$ cat config.mk
export PLATFORM = sky130hd
export DESIGN_NAME = vga_sync_receiver_flat
export DESIGN_NICKNAME = d
export VERILOG_FILES = /design/src/rtl/vga_sync_receiver_if.sv /design/src/rtl/vga_sync_receiver.sv /design/src/flat_wrapper.sv
export SDC_FILE = /design/constraint.sdc
export NUM_CORES = 1
export LEC_CHECK = 0
export ABC_AREA = 1
export ABC_CLOCK_PERIOD_IN_PS = 3500
export CAP_MARGIN = 10
export CORE_ASPECT_RATIO = 1.1
export CORE_MARGIN = 4
export CORE_UTILIZATION = 50
export CTS_CLUSTER_DIAMETER = 150
export CTS_CLUSTER_SIZE = 24
export DETAILED_ROUTE_END_ITERATION = 10
export PLACE_DENSITY = 0.81
export SETUP_SLACK_MARGIN = 0.5
export SYNTH_ARGS = -nofsm -noshare
export SYNTH_HDL_FRONTEND = slang
export SYNTH_SLANG_ARGS = --single-unit
$ cat constraint.sdc
create_clock -name pclk -period 3.5 [get_ports pclk]
set_input_delay 0.7 -clock pclk [delete_from_list [all_inputs] [get_ports pclk]]
set_output_delay 0.7 -clock pclk [all_outputs]
set_load 0.02 [all_outputs]
$ cat src/rtl/vga_sync_receiver_if.sv
// Signal bundle between a VGA sync source/consumer and vga_sync_receiver.
// The receiver takes the slave side; the source and downstream logic take the master side.
interface vga_sync_receiver_if;
  logic        hsync_in;
  logic        vsync_in;
  logic        locked;
  logic        err;
  logic        frame_start;
  logic [11:0] col;
  logic [10:0] row;
  logic        visible;
  logic [11:0] h_total_meas;
  logic [11:0] h_sync_meas;
  logic [10:0] v_total_meas;
  logic [10:0] v_sync_meas;

  modport slave (
    input  hsync_in, vsync_in,
    output locked, err, frame_start, col, row, visible,
    output h_total_meas, h_sync_meas, v_total_meas, v_sync_meas
  );

  modport master (
    output hsync_in, vsync_in,
    input  locked, err, frame_start, col, row, visible,
    input  h_total_meas, h_sync_meas, v_total_meas, v_sync_meas
  );
endinterface

$ cat src/rtl/vga_sync_receiver.sv
// VGA timing recovery: measures incoming active-low syncs, locks onto the configured
// mode after LOCK_FRAMES good frames, and regenerates col/row/visible aligned to the syncs.
module vga_sync_receiver #(
  parameter int H_TOTAL      = 800,
  parameter int H_SYNC       = 96,
  parameter int H_SYNC_START = 656,
  parameter int H_VISIBLE    = 640,
  parameter int V_TOTAL      = 525,
  parameter int V_SYNC       = 2,
  parameter int V_SYNC_START = 490,
  parameter int V_VISIBLE    = 480,
  parameter int LOCK_FRAMES  = 2
) (
  input logic               pclk,
  input logic               rst,
  vga_sync_receiver_if.slave bus
);

  localparam int GW = (LOCK_FRAMES < 2) ? 1 : $clog2(LOCK_FRAMES + 1);

  typedef enum logic [1:0] {SEARCH, CHECK, LOCKED} state_t;

  state_t        state;
  logic          h_s1, h_s2, h_d;
  logic          v_s1, v_s2, v_d;
  logic          hfall, hrise, vfall, vrise;
  logic [11:0]   hper, hlow;
  logic [10:0]   vper, vlow;
  logic [11:0]   h_total_q, h_sync_q;
  logic [10:0]   v_total_q, v_sync_q;
  logic [11:0]   col_q;
  logic [10:0]   row_q;
  logic          line_err;
  logic [GW-1:0] good;
  logic          locked_q, err_q, frame_start_q;

  logic [11:0]   h_total_new;
  logic [10:0]   v_total_new;
  logic          h_bad, frame_ok, timeout;

  assign hfall = h_d & ~h_s2;
  assign hrise = ~h_d & h_s2;
  assign vfall = v_d & ~v_s2;
  assign vrise = ~v_d & v_s2;

  // Saturated measurements stay at all-ones so they can never match a real mode.
  assign h_total_new = (hper == 12'hFFF) ? 12'hFFF : hper + 12'd1;
  assign v_total_new = (hfall && vper != 11'h7FF) ? vper + 11'd1 : vper;

  assign h_bad    = (hfall && h_total_new != 12'(H_TOTAL)) ||
                    (hrise && hlow != 12'(H_SYNC));
  assign frame_ok = (v_total_new == 11'(V_TOTAL)) && (v_sync_q == 11'(V_SYNC)) &&
                    !line_err && !h_bad;
  assign timeout  = ({1'b0, hper} >= 13'(2 * H_TOTAL));

  always_ff @(posedge pclk) begin
    if (rst) begin
      h_s1          <= 1'b1;
      h_s2          <= 1'b1;
      h_d           <= 1'b1;
      v_s1          <= 1'b1;
      v_s2          <= 1'b1;
      v_d           <= 1'b1;
      hper          <= '0;
      hlow          <= '0;
      vper          <= '0;
      vlow          <= '0;
      h_total_q     <= '0;
      h_sync_q      <= '0;
      v_total_q     <= '0;
      v_sync_q      <= '0;
      col_q         <= '0;
      row_q         <= '0;
      line_err      <= 1'b0;
      good          <= '0;
      state         <= SEARCH;
      locked_q      <= 1'b0;
      err_q         <= 1'b0;
      frame_start_q <= 1'b0;
    end else begin
      h_s1 <= bus.hsync_in;
      h_s2 <= h_s1;
      h_d  <= h_s2;
      v_s1 <= bus.vsync_in;
      v_s2 <= v_s1;
      v_d  <= v_s2;

      frame_start_q <= vfall;

      if (hfall) begin
        hper      <= '0;
        h_total_q <= h_total_new;
      end else if (hper != 12'hFFF) begin
        hper <= hper + 12'd1;
      end

      if (hfall)
        hlow <= 12'd1;
      else if (!h_s2 && hlow != 12'hFFF)
        hlow <= hlow + 12'd1;

      if (hrise)
        h_sync_q <= hlow;

      if (vfall) begin
        vper      <= '0;
        v_total_q <= v_total_new;
      end else if (hfall && vper != 11'h7FF) begin
        vper <= vper + 11'd1;
      end

      // A line edge coinciding with vfall belongs to the old frame, never to the new pulse.
      if (vfall)
        vlow <= '0;
      else if (hfall && !v_s2 && vlow != 11'h7FF)
        vlow <= vlow + 11'd1;

      if (vrise)
        v_sync_q <= vlow;

      if (vfall)
        line_err <= 1'b0;
      else if (h_bad)
        line_err <= 1'b1;

      if (hfall)
        col_q <= 12'(H_SYNC_START);
      else if (col_q == 12'(H_TOTAL - 1))
        col_q <= '0;
      else
        col_q <= col_q + 12'd1;

      if (vfall)
        row_q <= 11'(V_SYNC_START);
      else if (!hfall && col_q == 12'(H_TOTAL - 1))
        row_q <= (row_q == 11'(V_TOTAL - 1)) ? 11'd0 : row_q + 11'd1;

      err_q <= 1'b0;
      if (timeout) begin
        state    <= SEARCH;
        locked_q <= 1'b0;
        good     <= '0;
        err_q    <= (state == LOCKED);
      end else begin
        case (state)
          SEARCH: begin
            if (vfall) begin
              state <= CHECK;
              good  <= '0;
            end
          end
          CHECK: begin
            if (vfall) begin
              if (!frame_ok) begin
                good <= '0;
              end else if (int'(good) + 1 >= LOCK_FRAMES) begin
                state    <= LOCKED;
                locked_q <= 1'b1;
                good     <= '0;
              end else begin
                good <= good + 1'b1;
              end
            end
          end
          LOCKED: begin
            if (h_bad || (vfall && !frame_ok)) begin
              state    <= SEARCH;
              locked_q <= 1'b0;
              err_q    <= 1'b1;
            end
          end
          default: begin
            state    <= SEARCH;
            locked_q <= 1'b0;
          end
        endcase
      end
    end
  end

  assign bus.locked       = locked_q;
  assign bus.err          = err_q;
  assign bus.frame_start  = frame_start_q;
  assign bus.col          = col_q;
  assign bus.row          = row_q;
  assign bus.visible      = locked_q && (col_q < 12'(H_VISIBLE)) && (row_q < 11'(V_VISIBLE));
  assign bus.h_total_meas = h_total_q;
  assign bus.h_sync_meas  = h_sync_q;
  assign bus.v_total_meas = v_total_q;
  assign bus.v_sync_meas  = v_sync_q;

endmodule

$ cat src/flat_wrapper.sv
// flat-port wrapper written by rule: the top's interface ports become plain ports
module vga_sync_receiver_flat 
#(
  parameter int H_TOTAL      = 800,
  parameter int H_SYNC       = 96,
  parameter int H_SYNC_START = 656,
  parameter int H_VISIBLE    = 640,
  parameter int V_TOTAL      = 525,
  parameter int V_SYNC       = 2,
  parameter int V_SYNC_START = 490,
  parameter int V_VISIBLE    = 480,
  parameter int LOCK_FRAMES  = 2
)
  (pclk, rst, bus_hsync_in, bus_vsync_in, bus_locked, bus_err, bus_frame_start, bus_col, bus_row, bus_visible, bus_h_total_meas, bus_h_sync_meas, bus_v_total_meas, bus_v_sync_meas);
  vga_sync_receiver_if bus_i ();
  input logic pclk;
  input logic rst;
  input wire logic [$bits(bus_i.hsync_in)-1:0] bus_hsync_in;
  input wire logic [$bits(bus_i.vsync_in)-1:0] bus_vsync_in;
  output wire logic [$bits(bus_i.locked)-1:0] bus_locked;
  output wire logic [$bits(bus_i.err)-1:0] bus_err;
  output wire logic [$bits(bus_i.frame_start)-1:0] bus_frame_start;
  output wire logic [$bits(bus_i.col)-1:0] bus_col;
  output wire logic [$bits(bus_i.row)-1:0] bus_row;
  output wire logic [$bits(bus_i.visible)-1:0] bus_visible;
  output wire logic [$bits(bus_i.h_total_meas)-1:0] bus_h_total_meas;
  output wire logic [$bits(bus_i.h_sync_meas)-1:0] bus_h_sync_meas;
  output wire logic [$bits(bus_i.v_total_meas)-1:0] bus_v_total_meas;
  output wire logic [$bits(bus_i.v_sync_meas)-1:0] bus_v_sync_meas;
  assign bus_i.hsync_in = bus_hsync_in;
  assign bus_i.vsync_in = bus_vsync_in;
  assign bus_locked = bus_i.locked;
  assign bus_err = bus_i.err;
  assign bus_frame_start = bus_i.frame_start;
  assign bus_col = bus_i.col;
  assign bus_row = bus_i.row;
  assign bus_visible = bus_i.visible;
  assign bus_h_total_meas = bus_i.h_total_meas;
  assign bus_h_sync_meas = bus_i.h_sync_meas;
  assign bus_v_total_meas = bus_i.v_total_meas;
  assign bus_v_sync_meas = bus_i.v_sync_meas;
  vga_sync_receiver #(.H_TOTAL(H_TOTAL), .H_SYNC(H_SYNC), .H_SYNC_START(H_SYNC_START), .H_VISIBLE(H_VISIBLE), .V_TOTAL(V_TOTAL), .V_SYNC(V_SYNC), .V_SYNC_START(V_SYNC_START), .V_VISIBLE(V_VISIBLE), .LOCK_FRAMES(LOCK_FRAMES)) u_core (.pclk(pclk), .rst(rst), .bus(bus_i));
endmodule
Close-up of the layout:
Region (31, 60) to (81, 110) µm. Cells in gray, sequential cells in the stronger gray; small squares are vias.
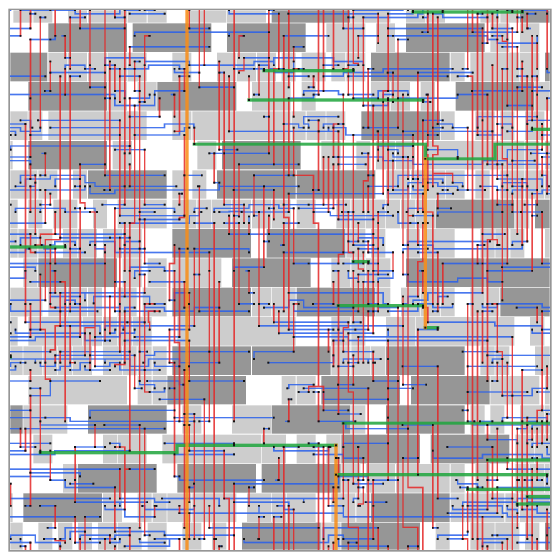
| layer | color |
|---|---|
| met3 | green |
| met2 | red |
| met4 | orange |
| met1 | blue |
cells with their middle in the window: 240
sequential cells in the window: 42
netlist names of flops here include: `u_core.vlow` (9), `u_core.bus.v_sync_meas` (8), `u_core.hlow` (6)
most frequent: dfxtp_1 (42), inv_1 (32), nand2_1 (30)

PDN straps and rails:
(4 px per µm) Pins as bars on the die edge.
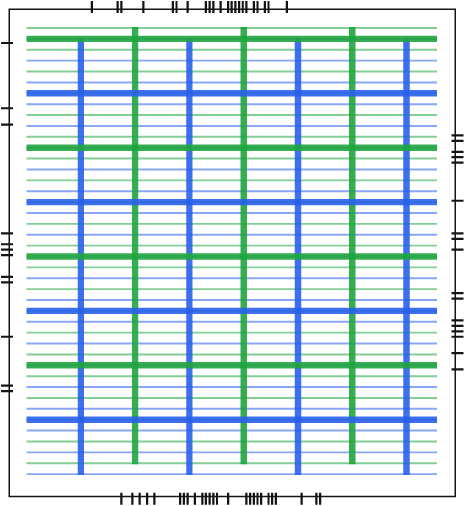
| net | color |
|---|---|
| VSS | blue |
| VDD | green |
met4 straps: 7
met5 straps: 8
met1 rails: 42
rows: 41
signal pins: 77

==> run summary <==
Synthesis and PnR results.

- The run finished with clean final reports.
- The total CTS buffers reads 17.
- Total power for the finished layout comes to roughly 3600 µW.
- After layout, the worst setup slack is 802 ps.
- The endpoint of the worst setup timing path reads bus_visible.
- The horizontal die dimension is 111 µm.
- The power density over the cells reads a little under 500 mW/mm².
- The main kind of combinational logic by area reads simple AND/OR/NAND/NOR gates.
- The number of enable-type register cells in the synthesized netlist reads 0.
- The cell class with the largest area share reads combinational gates.
- The multi-input logic cell count reads 542.
- The estimated wirelength of the detail-placed design is between 9000 and 10000 µm.
- The post-synthesis register bit count reads about 130.
- The clock network power consumption reads 1860 µW.
- The site row count reads 41.
- Per the skew report, the later register of the worst-skew pair sees a clock latency of between 400 and 500 ps.
- The tightest slew margin relative to the limit reads 0.566.
- The final-layout clock buffer total is 21.
- The number of sequential cells in the layout reads 129.
- The critical path data required time reads around 2800 ps.
- The adder-cell share of the synthesized area reads 0.0214.
- The ratio of routed vias to standard cells reads around 5.1.
- The worst hold path stage count is 1.
- The worst-case setup slack after placement reads 876 ps.
- The number of hold violations in the final report reads 0.
- The effective utilization at floorplan reads 0.512.
- Once placement completed, the tool counted placed cells totaling between 1000 and 1500.
- The synthesized-area fraction occupied by and/or/nand/nor cells reads 0.287.
- The static power due to leakage reads roughly 0.0029 µW.
- The cell count after synthesis reads 812.
- The sum of met3 wire segment lengths after detailed routing reads 667 µm.
- The core region area reads about 0.011 mm².
- The number of different library cells used by synthesis comes to 38.
- The total iterations of the first detailed-routing run is 7.
- For met3 alone, demand over resource in global routing was 0.0564.
- The dominant synthesized flop cell is sky130_fd_sc_hd__dfxtp_1.
- The clock tree root buffer cell reads sky130_fd_sc_hd__clkbuf_16.
- The filler cell count is 965.
- The net total in the final layout reads slightly above 900.
- Per the gpl log, the routability congestion estimate is 0.894.
- The final routed DRC violation total is 0.
- The top layer used by detailed routing is met4.
- Counting I/O delays and the setup requirement, the final critical path takes ~2700 ps.
- The buffer_ports step reported a buffer count of around 76.
- Ranked by instance count, the synthesized netlist is headed by sky130_fd_sc_hd__nand2_1 (157), sky130_fd_sc_hd__dfxtp_1 (129), sky130_fd_sc_hd__inv_1 (117).
- The met2 track demand over resource in global routing reads 0.379.
- The footprint of the multi-input gates reads about 0.0027 mm².
- The maximum net fanout on the critical path reads 5.
- The combinational share of cell area is 0.369.
- The synthesis report lists the most area-consuming cells as sky130_fd_sc_hd__dfxtp_1 (44%), sky130_fd_sc_hd__nand2_1 (10%), sky130_fd_sc_hd__inv_1 (7.5%).
Cell sizes after repair:
(2 px per µm)
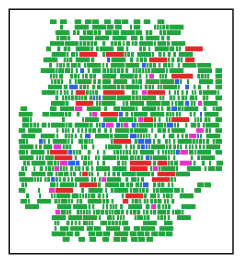
| size | color | cells | share |
|---|---|---|---|
| drive 6 and up | red | 26 | 2.9% |
| drive 1 or less | green | 831 | 92% |
| drive 2 | blue | 31 | 3.4% |
| drive 3 to 4 | magenta | 20 | 2.2% |

-- metrics by stage --
step | utilization | hold WS (ps) | cell area [µm²]
4_1_cts | 0.647 | 405 | 7400
3_5_place_dp | 0.592 | 400 | 6770
5_1_grt | 0.648 | 420 | 7410
6_report | 0.648 | 403 | 7410
3_3_place_gp | 0.592 | 392 | 6770
2_1_floorplan | - | 389 | 5850
-- cell usage in the layout (no fill, tap or decap), drive strengths merged --
master	count
nand3b	3
nor3	17
clkinv	2
xnor2	2
o21a	3
ha	10
a31oi	4
nor4	6
clkinvlp	4
nand4	14
o21bai	2
or2	6
inv	125
nor3b	4
dfxtp	129
buf	6
bufinv	3
and3	1
o21ai	70
and2	2
o41ai	1
clkdlybuf4s50	76
nand2	162
xor2	12
nor2	94
nand3	56
o2111ai	1
clkbuf	21
a21oi	69
a211oi	3
Power is estimated from default activity; no workload was simulated.
